===== src/rtl/mmr_write_arbiter.sv =====
// mmr_write_arbiter: round-robin arbiter that feeds two write requesters into the MMR write demux
// Optional feature: define MMR_WRITE_PROTECT_EN to add wp_mask (port B writes to masked indices are rejected)
// Ports:
//   clk, rst_n            clock (rising edge), asynchronous active-low reset
//   a_req/a_addr/a_data   port A (CPU store path) request, target index, write data
//   a_ack/a_err           port A one-cycle completion pulse, rejection flag (valid with a_ack)
//   b_req/b_addr/b_data   port B (debug/DMA) request, target index, write data
//   b_ack/b_err           port B completion pulse, rejection flag
//   wp_mask               per-index write-protect mask (MMR_WRITE_PROTECT_EN only)
//   mmr_sel/mmr_data      demux select and data_in; IDLE_SEL and zero when not writing
//   mmr_we                bank load enable, one cycle per accepted write
//   busy                  high while a transaction is in WRITE or RESP
module mmr_write_arbiter #(
    parameter int DATA_W = 33,
    parameter int SEL_W = 4,
    parameter int NUM_MMR = 13,
    parameter logic [SEL_W-1:0] IDLE_SEL = 4'hF
) (
    input  logic              clk,
    input  logic              rst_n,
    input  logic              a_req,
    input  logic [SEL_W-1:0]  a_addr,
    input  logic [DATA_W-1:0] a_data,
    output logic              a_ack,
    output logic              a_err,
    input  logic              b_req,
    input  logic [SEL_W-1:0]  b_addr,
    input  logic [DATA_W-1:0] b_data,
    output logic              b_ack,
    output logic              b_err,
`ifdef MMR_WRITE_PROTECT_EN
    input  logic [NUM_MMR-1:0] wp_mask,
`endif
    output logic [SEL_W-1:0]  mmr_sel,
    output logic [DATA_W-1:0] mmr_data,
    output logic              mmr_we,
    output logic              busy
);
    typedef enum logic [1:0] {IDLE, WRITE, RESP} state_t;
    state_t state;
    logic last_b;
    logic err_q;
    logic pick_b;
    logic [SEL_W-1:0] addr_in;
    logic [DATA_W-1:0] data_in;
    logic in_range;
    logic blocked;
    logic ok;
    // last_b doubles as the id of the port currently being served
    assign pick_b = b_req & (~a_req | ~last_b);
    assign addr_in = pick_b ? b_addr : a_addr;
    assign data_in = pick_b ? b_data : a_data;
    assign in_range = addr_in < SEL_W'(NUM_MMR);
`ifdef MMR_WRITE_PROTECT_EN
    assign blocked = pick_b & in_range & wp_mask[addr_in];
`else
    assign blocked = 1'b0;
`endif
    assign ok = in_range & ~blocked;
    // WRITE-cycle outputs are loaded on the grant edge so they are registered yet appear in WRITE
    always_ff @(posedge clk or negedge rst_n) begin
        if (!rst_n) begin
            state <= IDLE;
            last_b <= 1'b1;
            err_q <= 1'b0;
            mmr_sel <= IDLE_SEL;
            mmr_data <= '0;
            mmr_we <= 1'b0;
            a_ack <= 1'b0;
            a_err <= 1'b0;
            b_ack <= 1'b0;
            b_err <= 1'b0;
            busy <= 1'b0;
        end else begin
            case (state)
                IDLE: if (a_req | b_req) begin
                    state <= WRITE;
                    busy <= 1'b1;
                    last_b <= pick_b;
                    err_q <= ~ok;
                    mmr_sel <= ok ? addr_in : IDLE_SEL;
                    mmr_data <= ok ? data_in : '0;
                    mmr_we <= ok;
                end
                WRITE: begin
                    state <= RESP;
                    mmr_sel <= IDLE_SEL;
                    mmr_data <= '0;
                    mmr_we <= 1'b0;
                    a_ack <= ~last_b;
                    a_err <= ~last_b & err_q;
                    b_ack <= last_b;
                    b_err <= last_b & err_q;
                end
                RESP: begin
                    state <= IDLE;
                    busy <= 1'b0;
                    a_ack <= 1'b0;
                    a_err <= 1'b0;
                    b_ack <= 1'b0;
                    b_err <= 1'b0;
                end
                default: state <= IDLE;
            endcase
        end
    end
endmodule


===== config.mk =====
export PLATFORM = sky130hd
export DESIGN_NAME = mmr_write_arbiter
export DESIGN_NICKNAME = d
export VERILOG_FILES = /design/src/rtl/mmr_write_arbiter.sv
export SDC_FILE = /design/constraint.sdc
export NUM_CORES = 1
export LEC_CHECK = 0
export CORE_ASPECT_RATIO = 0.8
export CORE_UTILIZATION = 39
export DETAILED_ROUTE_END_ITERATION = 8
export GPL_TIMING_DRIVEN = 0
export PLACE_DENSITY_LB_ADDON = 0.3
export SLEW_MARGIN = 30
export SYNTH_ARGS = -nofsm -noshare
export SYNTH_HDL_FRONTEND = slang
export SYNTH_SLANG_ARGS = --single-unit

===== constraint.sdc =====
create_clock -name clk -period 2.5 [get_ports clk]
set_input_delay 0.25 -clock clk [delete_from_list [all_inputs] [get_ports clk]]
set_output_delay 0.25 -clock clk [all_outputs]
set_load 0.02 [all_outputs]

==> run notes, run 1 <==
The flow completed. For the worst reg-to-reg path, the endpoint reported by OpenROAD is mmr_data[22]$_DFFE_PN0P_. Path depth of the worst reg2reg path landed at 7. In this run the most used layer during global routing was met2.

In this run the most critical hold path is launched from mmr_sel[1]$_DFFE_PN1P_. Number of buffer and inverter stages on the critical path landed at 3. Across all setup checks in the final design, the least slack found is 0.364 ns. The final power report lists total power as roughly 4.2 mW.

Combinational gate area landed at 983 µm². Switching share of power landed at roughly two fifths. At the pin with the least slew margin, the transition time is 0.650 ns. Gates resized during post-CTS repair numbered 0. TritonCTS built the clock tree. Mux cell area share after synthesis landed at ~3.8%. The highest metal layer carrying signal wires in the routed design is met4. Measured along the y axis, the die boundary spans 70.7 µm. The worst setup path is captured at a register.

Count of endpoints failing setup in the final report landed at 0. According to the timing report, the critical path is launched from state[0]$_DFFE_PN0P_. Wire length of the first global-routing pass landed at 10200 µm. Chip area landed at a little over 0.006 mm². In this run, the synthesized area fraction spent on adder and majority cells is recorded as roughly 2.2%.

The report shows a maximum critical-path fanout of 10. The cell area that synthesis handed to floorplanning was 0.00230 mm². Per the cell usage report, the commonest logic cells after layout are 119 x sky130_fd_sc_hd__clkdlybuf4s50_1, 42 x sky130_fd_sc_hd__dfrtp_1, 33 x sky130_fd_sc_hd__o21a_1. Per the area breakdown, the dominant cell category is non-clock buffers. Combinational logic power landed at between 2 and 2.5 mW. Via density per instance landed at approximately 5.2. The area taken by sequential standard cells is reported as roughly 0.0012 mm². Of the total synthesized cell area, the portion taken by XOR and XNOR cells is 0%.

In this run the post-CTS setup repair buffer count came out at 0. Share of total power in the clock network landed at roughly an eighth. The detailed router put a total of between 2000 and 3000 µm of wire on met1. All stages included, the depth of the critical timing path comes to 7.

Yosys chip area landed at 0.00230 mm². Yosys warning count landed at 0. The flow ran to the end, and the final reports show no timing, DRC or antenna violations.

Number of endpoints with negative hold slack in the final report landed at 0. The routed design uses between 2000 and 3000 µm of met2 wire. Global routing used about a fifth of the available tracks across all layers. Buffer count excluding the clock tree in the final layout landed at around 140. The register with the most flip-flops in the final layout is mmr_data.

The final layout report lists a filler cell count of 422. Total routed wirelength landed at between 6000 and 7000 µm. Synthesized area divided by synthesized cell count landed at between 10 and 15 µm². Across the routed clock network, the largest skew measured is 0.00634 ns. The report lists the power per cell area as around 1100 mW/mm². The HPWL after detailed placement is about 4600 µm. Initial antenna violation count landed at 0.

The post-CTS hold buffer count recorded in the log is 1. Number of clock buffers in the layout landed at 7. The dominant power group in this design is combinational logic. Combinational cells account for between 50 and 60% of the total power. The slowest stage of the critical path belongs to the cell sky130_fd_sc_hd__dfrtp_1.

The script parses the final routing iteration and logs DRC violations as 0. The worst VDD IR drop from the latest analysis is around 560 µV. By area the synthesized netlist is led by sky130_fd_sc_hd__dfrtp_1 46%, sky130_fd_sc_hd__a221o_2 16%, sky130_fd_sc_hd__o21a_1 11%. The synthesized design contains 0 enable-type register cells. Net count of the mapped netlist landed at 260.

Per the detail_route report, the via count comes to between 1500 and 2000. Clock network power consumption landed at roughly 0.52 mW. Cell internal power dissipation landed at around 2.6 mW. Placement-stage worst setup slack landed at between 0.3 and 0.4 ns.

The detail route stage leaves a number of antenna-violating nets equal to 0. The sequential power reported by the tool is around 1.3 mW. The first detailed-routing pass took 4 iterations.

Area growth from synthesis to final layout landed at 61.4%. Hold is met by about 0.48 ns. The path with the worst hold slack has its endpoint at mmr_sel[1]$_DFFE_PN1P_.

For reference, the most critical setup path is categorized as register to register. Met3 capacity usage during global routing landed at between 6 and 7%. The register with the most flip-flops in the layout has 33 of them.
Fig. 1: run 1, placed standard cells
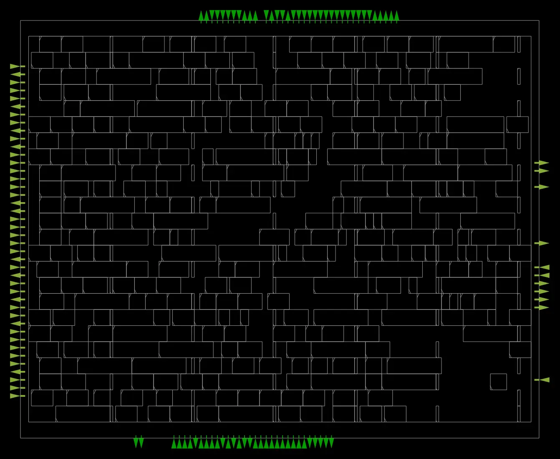
sequential fraction of total cell area: 31.9%
total number of tap cells: 78
placement row count: 24
final cell utilization of the core: 66.8%

Fig. 2: run 1, placement by cell class
Scale: 4 px per µm.
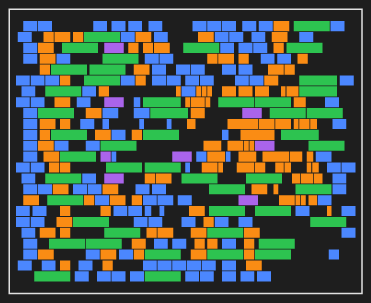
color	class	cells	share of their area
purple	clock drivers and dummy loads	8	2.9%
green	flops	47	33%
orange	combinational and other logic	116	28%
blue	other buffers and delay cells	136	36%

Fig. 3: run 1, placement density heat map
Scale: 4 px per µm. 9 x 7 tiles, from dark blue (low) to red (high), 0 to 100% covered.
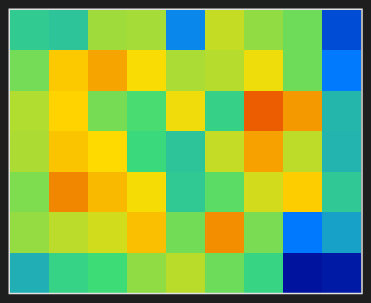
densest ninth of the die	left middle
mean over tiles	58%
tiles over 75% full	21%
emptiest ninth of the die	bottom right

==> run 2: changes to the inputs <==
--- a/config.mk
+++ b/config.mk
@@ -10,6 +10,7 @@
 export DETAILED_ROUTE_END_ITERATION = 8
 export GPL_TIMING_DRIVEN = 0
 export PLACE_DENSITY_LB_ADDON = 0.3
+export SETUP_SLACK_MARGIN = 0.05
 export SLEW_MARGIN = 30
 export SYNTH_ARGS = -nofsm -noshare
 export SYNTH_HDL_FRONTEND = slang
==> run notes, run 2 <==
The flow completed. The layer flagged by global routing as most heavily used is met2. The area growth from synthesis to final layout was 61.4% (unchanged). The iteration tally of the first detailed-router pass is 4 (unchanged). Iteration-0 DRC count of the detailed router landed at around 74. The worst setup path is of the register to register kind. The overall power of the completed layout came to 4.23 mW (unchanged). For reference, the top logic cell family by area is AND-OR/OR-AND gates. Share of total power in the clock network landed at 12.2% (about the same). Number of diodes landed at 0. Traced cell by cell, the critical path runs through inv_1 > ha_1 > nor3b_1 > buf_4 > clkbuf_1 > o21a_1 > a221o_2. The share of the core filled with cells in the final layout was 66.8% (unchanged). STA classifies the critical path endpoint as a register.

In this run the critical register-to-register path is captured at mmr_data[22]$_DFFE_PN0P_. The post-placement cell area is approximately 0.0036 mm². The flow ran to the end, and the final reports show no timing, DRC or antenna violations. Total cells reported by yosys after synthesis landed at around 180.

Height of the chip landed at 70.7 µm (unchanged). According to the hold report, the worst path is of the register to register type. Clock tree buffer depth landed at 2. TritonCTS built the clock tree. The global-route usage over all layers is 21.2% (unchanged). Among all flip-flop cells after synthesis, the most frequent one is sky130_fd_sc_hd__dfrtp_1. Count of nets left with antenna violations after detail routing landed at 0 (unchanged). The total vias in the final route is 1984 (unchanged). Final-layout non-clock buffer area share landed at a little over a third. Initial antenna violation count landed at 0 (unchanged). The post-synth tally of flip-flops with integrated enable came to 0 (unchanged).

After detailed routing, no signal wire sits above met4. Wire length on met2 landed at 2920 µm (unchanged). Tracing the worst setup path back leads to its startpoint at state[0]$_DFFE_PN0P_. The path depth of the worst reg2reg path was 7 (unchanged). Once synthesis finished, the tally of register bits stood at roughly 47. Synthesized-area fraction occupied by xor and xnor cells landed at 0% (unchanged). The leakage component of the power was reported as 1.58 nW. Cell depth of the worst setup path landed at 7 (unchanged).

Total routed wirelength landed at 6180 µm (unchanged). In this run the biggest area consumer among cell types represents 45.7% of the synthesized area. Maximum cell stage delay along the critical path landed at ~0.4 ns. The startpoint identified for the worst register-to-register timing path is state[0]$_DFFE_PN0P_.

Period utilization landed at a little under nine tenths. The floorplan report gives the top-level pin count as around 120. Clock latency reported for the late side of the worst-skew pair landed at approximately 0.30 ns.

Ranked by flip-flop count, first place goes to mmr_data. The transition time at the pin with the least slew margin came to 0.650 ns (unchanged). Looking at hold timing, the worst path starts from mmr_sel[1]$_DFFE_PN1P_. Number of clock buffers in the layout landed at 7 (unchanged).

Number of warnings the tools reported landed at 29. Wire length of the first global-routing pass landed at 10200 µm (unchanged). Proportion of register bits with asynchronous set or reset after synthesis landed at 100%. Combinational logic power landed at 2.39 mW (about the same). Last weighted congestion value of the routability-driven placer landed at approximately 0.76.

The worst vdd rail ir drop was 557 µV (unchanged). Number of cell rows landed at 24 (unchanged). Final-layout worst hold slack landed at 0.478 ns (unchanged).

Largest fanout on the critical path landed at 10 (unchanged). Final-layout setup total negative slack landed at 0 ns. On the critical path, the stage with the largest delay is an instance of sky130_fd_sc_hd__dfrtp_1. Placed wire-length estimate landed at 4590 µm (unchanged). Post-layout net count landed at 388. From left edge to right edge, the die measures 87.8 µm.

Buffers inserted during clock tree synthesis total 5. Share of total power in combinational logic landed at 56.6% (about the same). The placement-stage worst setup slack was 0.306 ns (unchanged).

By instance count after routing, the leading logic cell types are 119 x sky130_fd_sc_hd__clkdlybuf4s50_1, 42 x sky130_fd_sc_hd__dfrtp_1, 33 x sky130_fd_sc_hd__o21a_1. The adder-cell area share of the yosys netlist is 2.18% (unchanged). Entering global routing, the biggest net connects between 40 and 50 pins. Minimum setup slack among reg-to-reg paths landed at about 0.36 ns.

Per the cell usage report, the commonest logic cell in the layout is sky130_fd_sc_hd__clkdlybuf4s50_1. The wire length the detailed router placed on met1 is 2750 µm (unchanged). Count of endpoints failing setup in the final report landed at 0 (unchanged). The cell internal power dissipation came to 2.61 mW (unchanged).

Of all the cell area in the finished design, the clock network holds about 2.8%. The largest registers in the layout are mmr_data (33), mmr_sel (4), state (2). Number of sinks handled by clock tree synthesis landed at 47. For reference, the top cells by area after synthesis are sky130_fd_sc_hd__dfrtp_1 46%, sky130_fd_sc_hd__a221o_2 16%, sky130_fd_sc_hd__o21a_1 11%. Among all cell types in the netlist, the one instantiated most often is sky130_fd_sc_hd__dfrtp_1. The Yosys chip area is 0.00230 mm² (unchanged). Leftover overflow at the end of global routing landed at 0.

The mux cell area share after synthesis is 3.81% (unchanged). Required arrival time at the worst endpoint landed at around 2.8 ns. Fraction of power consumed by sequential logic landed at 31.1%.

Number of pins exceeding their max-slew limit in the final report landed at 0. The clock network power consumption is 0.517 mW (about the same). During placement, the flow inserted port buffers numbering 120.

Final critical-path setup slack landed at 0.364 ns (unchanged). Part of the Yosys area used for sequential elements landed at between 50 and 60%. The post-synthesis instance area was 0.00230 mm² (unchanged). The tapcell count was 78 (unchanged). The timing report attributes the biggest portion of critical-path delay to buffers and inverters. Chip area landed at 0.00621 mm² (unchanged).

Subtracting the final worst setup slack from the clock period gives ~2.1 ns. The via count of the first global-routing pass came to 2138. Synthesized area divided by synthesized cell count landed at 12.9 µm² (unchanged). The Yosys warning count came to 0 (unchanged). The hold-fix buffer count after cts came to 1 (unchanged).

Areal power density over the cells landed at 1140 mW/mm² (unchanged). The met3 capacity usage during global routing was 6.65% (unchanged). Per the final layout report, the fraction of cells sized above drive strength 1 comes to 21.8%. The script extracted a net switching power of between 1.5 and 2 mW. The flip-flop and latch power came to 1.32 mW (about the same). The number of gates resized after CTS is 0 (unchanged). Global routing usage on met1 landed at 28.0%. Switching share of power landed at 38.3% (unchanged). The non-clock inverters instantiated in the layout total 10. The buffer count excluding the clock tree in the final layout came to 136 (unchanged). Sequential standard cell area landed at 0.00118 mm² (unchanged). The worst clock skew was 0.00634 ns (unchanged). Number of setup buffers added after CTS landed at 0 (unchanged). The number of endpoints with negative hold slack in the final report is 0 (unchanged). In this run the clock root is driven by a sky130_fd_sc_hd__clkbuf_8. Detailed-route DRC error count landed at 0 (unchanged). The path with the worst hold slack has its endpoint at mmr_sel[1]$_DFFE_PN1P_.

The worst setup path is launched from a register. Once placement completed, the tool counted placed cells totaling between 300 and 400. Combinational share of cell area landed at about a quarter. For the worst setup path, the data arrival time is around 2.4 ns. Detailed-route wire length per cell landed at between 15 and 20 µm. The flip-flop count of the largest register, all copies and words added is 33 (unchanged). Via density per instance landed at 5.15 (unchanged).

The group that draws the most power in this run is combinational logic. Total met3 wirelength after detailed routing landed at between 400 and 500 µm. Before placement the cells fill about 41% of the core. By count the netlist is led by 42 x sky130_fd_sc_hd__dfrtp_1, 33 x sky130_fd_sc_hd__o21a_1, 32 x sky130_fd_sc_hd__a221o_2, 10 x sky130_fd_sc_hd__inv_1.

The number of buffer and inverter stages on the critical path came to 3 (unchanged). The capture point of the critical path was reported as mmr_data[22]$_DFFE_PN0P_. Cell count after synthesis landed at roughly 180. Highest achievable clock rate landed at ~0.47 GHz. Max-capacitance violation count landed at 0.

Share of the final layout cell area in sequential cells landed at 31.9% (unchanged). Net count of the mapped netlist landed at 260 (unchanged). Hold-critical path depth landed at 2. Combinational gate area landed at 983 µm² (unchanged). The cell type that accounts for the most area after synthesis is sky130_fd_sc_hd__dfrtp_1. The class occupying the most area after layout is reported as non-clock buffers.
Fig. 4: run 2, placement by cell class
Scale: 4 px per µm.
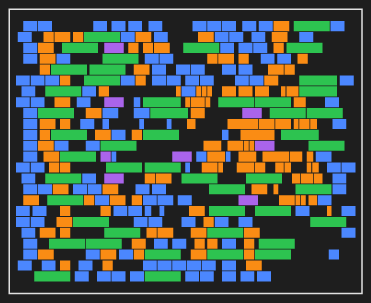
color	class	cells	share of their area
orange	combinational and other logic	116	28%
purple	clock drivers and dummy loads	8	2.9%
blue	other buffers and delay cells	136	36%
green	flops	47	33%
core footprint: 0.00556 mm²
final design area excluding fillers: 0.00371 mm²

Fig. 5: run 2, placed standard cells
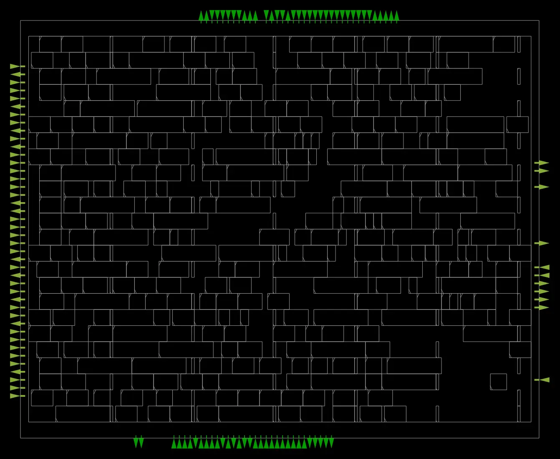
sequential cell count of the final layout: 47
Non-Filler Instances: 385
filler cell count in the final layout: 422

==> run 3: changes to the inputs <==
--- a/config.mk
+++ b/config.mk
@@ -5,6 +5,7 @@
 export SDC_FILE = /design/constraint.sdc
 export NUM_CORES = 1
 export LEC_CHECK = 0
+export ABC_CLOCK_PERIOD_IN_PS = 2500
 export CORE_ASPECT_RATIO = 0.8
 export CORE_UTILIZATION = 39
 export DETAILED_ROUTE_END_ITERATION = 8
Fig. 6: run 3, placement density heat map
Scale: 4 px per µm. 9 x 7 tiles, from dark blue (low) to red (high), 0 to 100% covered.
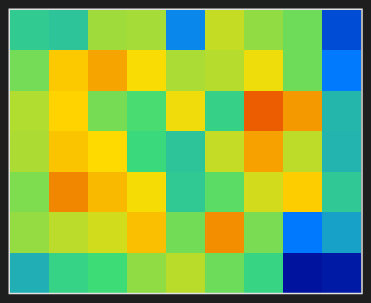
tiles over 75% full	21%
densest ninth of the die	left middle
fullest tile	89%

Fig. 7: run 3, placement by cell class
Scale: 4 px per µm.
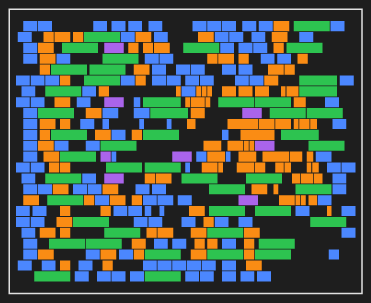
color	class	cells	share of their area
blue	other buffers and delay cells	136	36%
purple	clock drivers and dummy loads	8	2.9%
orange	combinational and other logic	116	28%
green	flops	47	33%

==> run notes, run 3 <==
The flow completed. The max-capacitance violation count is 0 (unchanged). Global-route usage over all layers landed at 21.2% (unchanged). For the worst min-delay path, the startpoint reported by OpenROAD is mmr_sel[1]$_DFFE_PN1P_. The cell depth of the worst setup path came to 7 (unchanged). The critical path starts at state[0]$_DFFE_PN0P_. Number of buffer and inverter stages on the critical path landed at 3 (unchanged). The total vias in the final route came to 1984 (unchanged). In this design, the largest share of critical-path delay is due to buffers and inverters. Combinational logic power landed at 2.39 mW (about the same). The total cell area at the placement stage was 0.00359 mm² (unchanged). Counting flops per register, the top entry is mmr_data.

The most critical min-delay path falls under register to register. The core area came to 0.00556 mm² (unchanged). Final-layout setup total negative slack landed at 0 ns (unchanged). The non-clock inverter count in the final layout is 10 (unchanged). Number of pins exceeding their max-slew limit in the final report landed at 0 (unchanged).

Per the detail_route log, the uppermost layer with routed signals is met4. Via density per instance landed at 5.15 (unchanged). Period utilization landed at 85.5% (unchanged). Switching share of power landed at 38.3% (unchanged). Number of cell rows landed at 24 (unchanged). Among all flip-flop cells after synthesis, the most frequent one is sky130_fd_sc_hd__dfrtp_1. Iteration tally of the first detailed-router pass landed at 4 (unchanged).

The proportion of register bits with asynchronous set or reset after synthesis is 100% (unchanged). In the setup report, the worst path falls into the class register to register. Met3 capacity usage during global routing landed at 6.65% (unchanged). The proportion of netlist area held by the largest area contributor is 45.7% (unchanged). The highest achievable clock rate came to 0.468 GHz (unchanged). Data arrival time of the worst path landed at 2.38 ns (about the same). The minimum setup slack among reg-to-reg paths was 0.36 ns (about the same). Path depth of the worst reg2reg path landed at 7 (unchanged). The registers reported with the highest flop counts are mmr_data (33), mmr_sel (4), state (2). Net count of the mapped netlist landed at 260 (unchanged).

The number of setup buffers added after CTS came to 0 (unchanged). Placement-stage worst setup slack landed at 0.306 ns (unchanged). Placed wire-length estimate landed at 4590 µm (unchanged).

The clock latency reported for the late side of the worst-skew pair was 0.30 ns (about the same). Cell count after synthesis landed at 178 (unchanged). The synthesized-area fraction occupied by xor and xnor cells came to 0% (unchanged). Number of sequential storage elements landed at 47 (unchanged).

Looking at the clock tree report, the root buffer type is sky130_fd_sc_hd__clkbuf_8. Transition time at the pin with the least slew margin landed at 0.650 ns (unchanged). The global router reports that the layer with the highest usage is met2. The number of endpoints with negative hold slack in the final report came to 0 (unchanged). Sequential standard cell area landed at 0.00118 mm² (unchanged). The total met3 wirelength after detailed routing was 428 µm (unchanged). The number of sinks handled by clock tree synthesis was 47 (unchanged). Static leakage power landed at 1.58 nW (unchanged). Number of register bits inferred by synthesis landed at 47 (unchanged). Via count of the first global-routing pass landed at 2138 (unchanged). The largest fanout on the critical path was 10 (unchanged). The proportion of layout cells with a drive suffix above 1 was 21.8% (unchanged). The net switching power was 1.62 mW (unchanged).

Worst clock skew landed at 0.00634 ns (unchanged). The area growth from synthesis to final layout was 61.4% (unchanged). Looking at the area split, the leading class of cells is non-clock buffers. The cell internal power dissipation came to 2.61 mW (unchanged). STA lists the startpoint of the worst register-to-register path as state[0]$_DFFE_PN0P_. The run finished with clean final reports. Global routing usage on met1 landed at 28.0% (unchanged). The final-layout non-clock buffer area share is 35.2% (unchanged). The worst setup path is launched from a register. Worst vdd rail ir drop landed at 557 µV (unchanged). The number of clock buffers in the layout came to 7 (unchanged). Adder-cell area share of the yosys netlist landed at 2.18% (unchanged). Starting utilization of the core area landed at 41.4% (unchanged). The maximum cell stage delay along the critical path came to 0.40 ns (about the same). Final critical-path setup slack landed at 0.364 ns (unchanged).

The synthesis run identifies the leading combinational cell family as AND-OR/OR-AND gates. Number of filler instances in the final layout landed at 422 (unchanged). Number of warnings the tools reported landed at 29 (unchanged). The part of the Yosys area used for sequential elements came to 51.4% (unchanged).
Power is estimated from default activity; no workload was simulated.
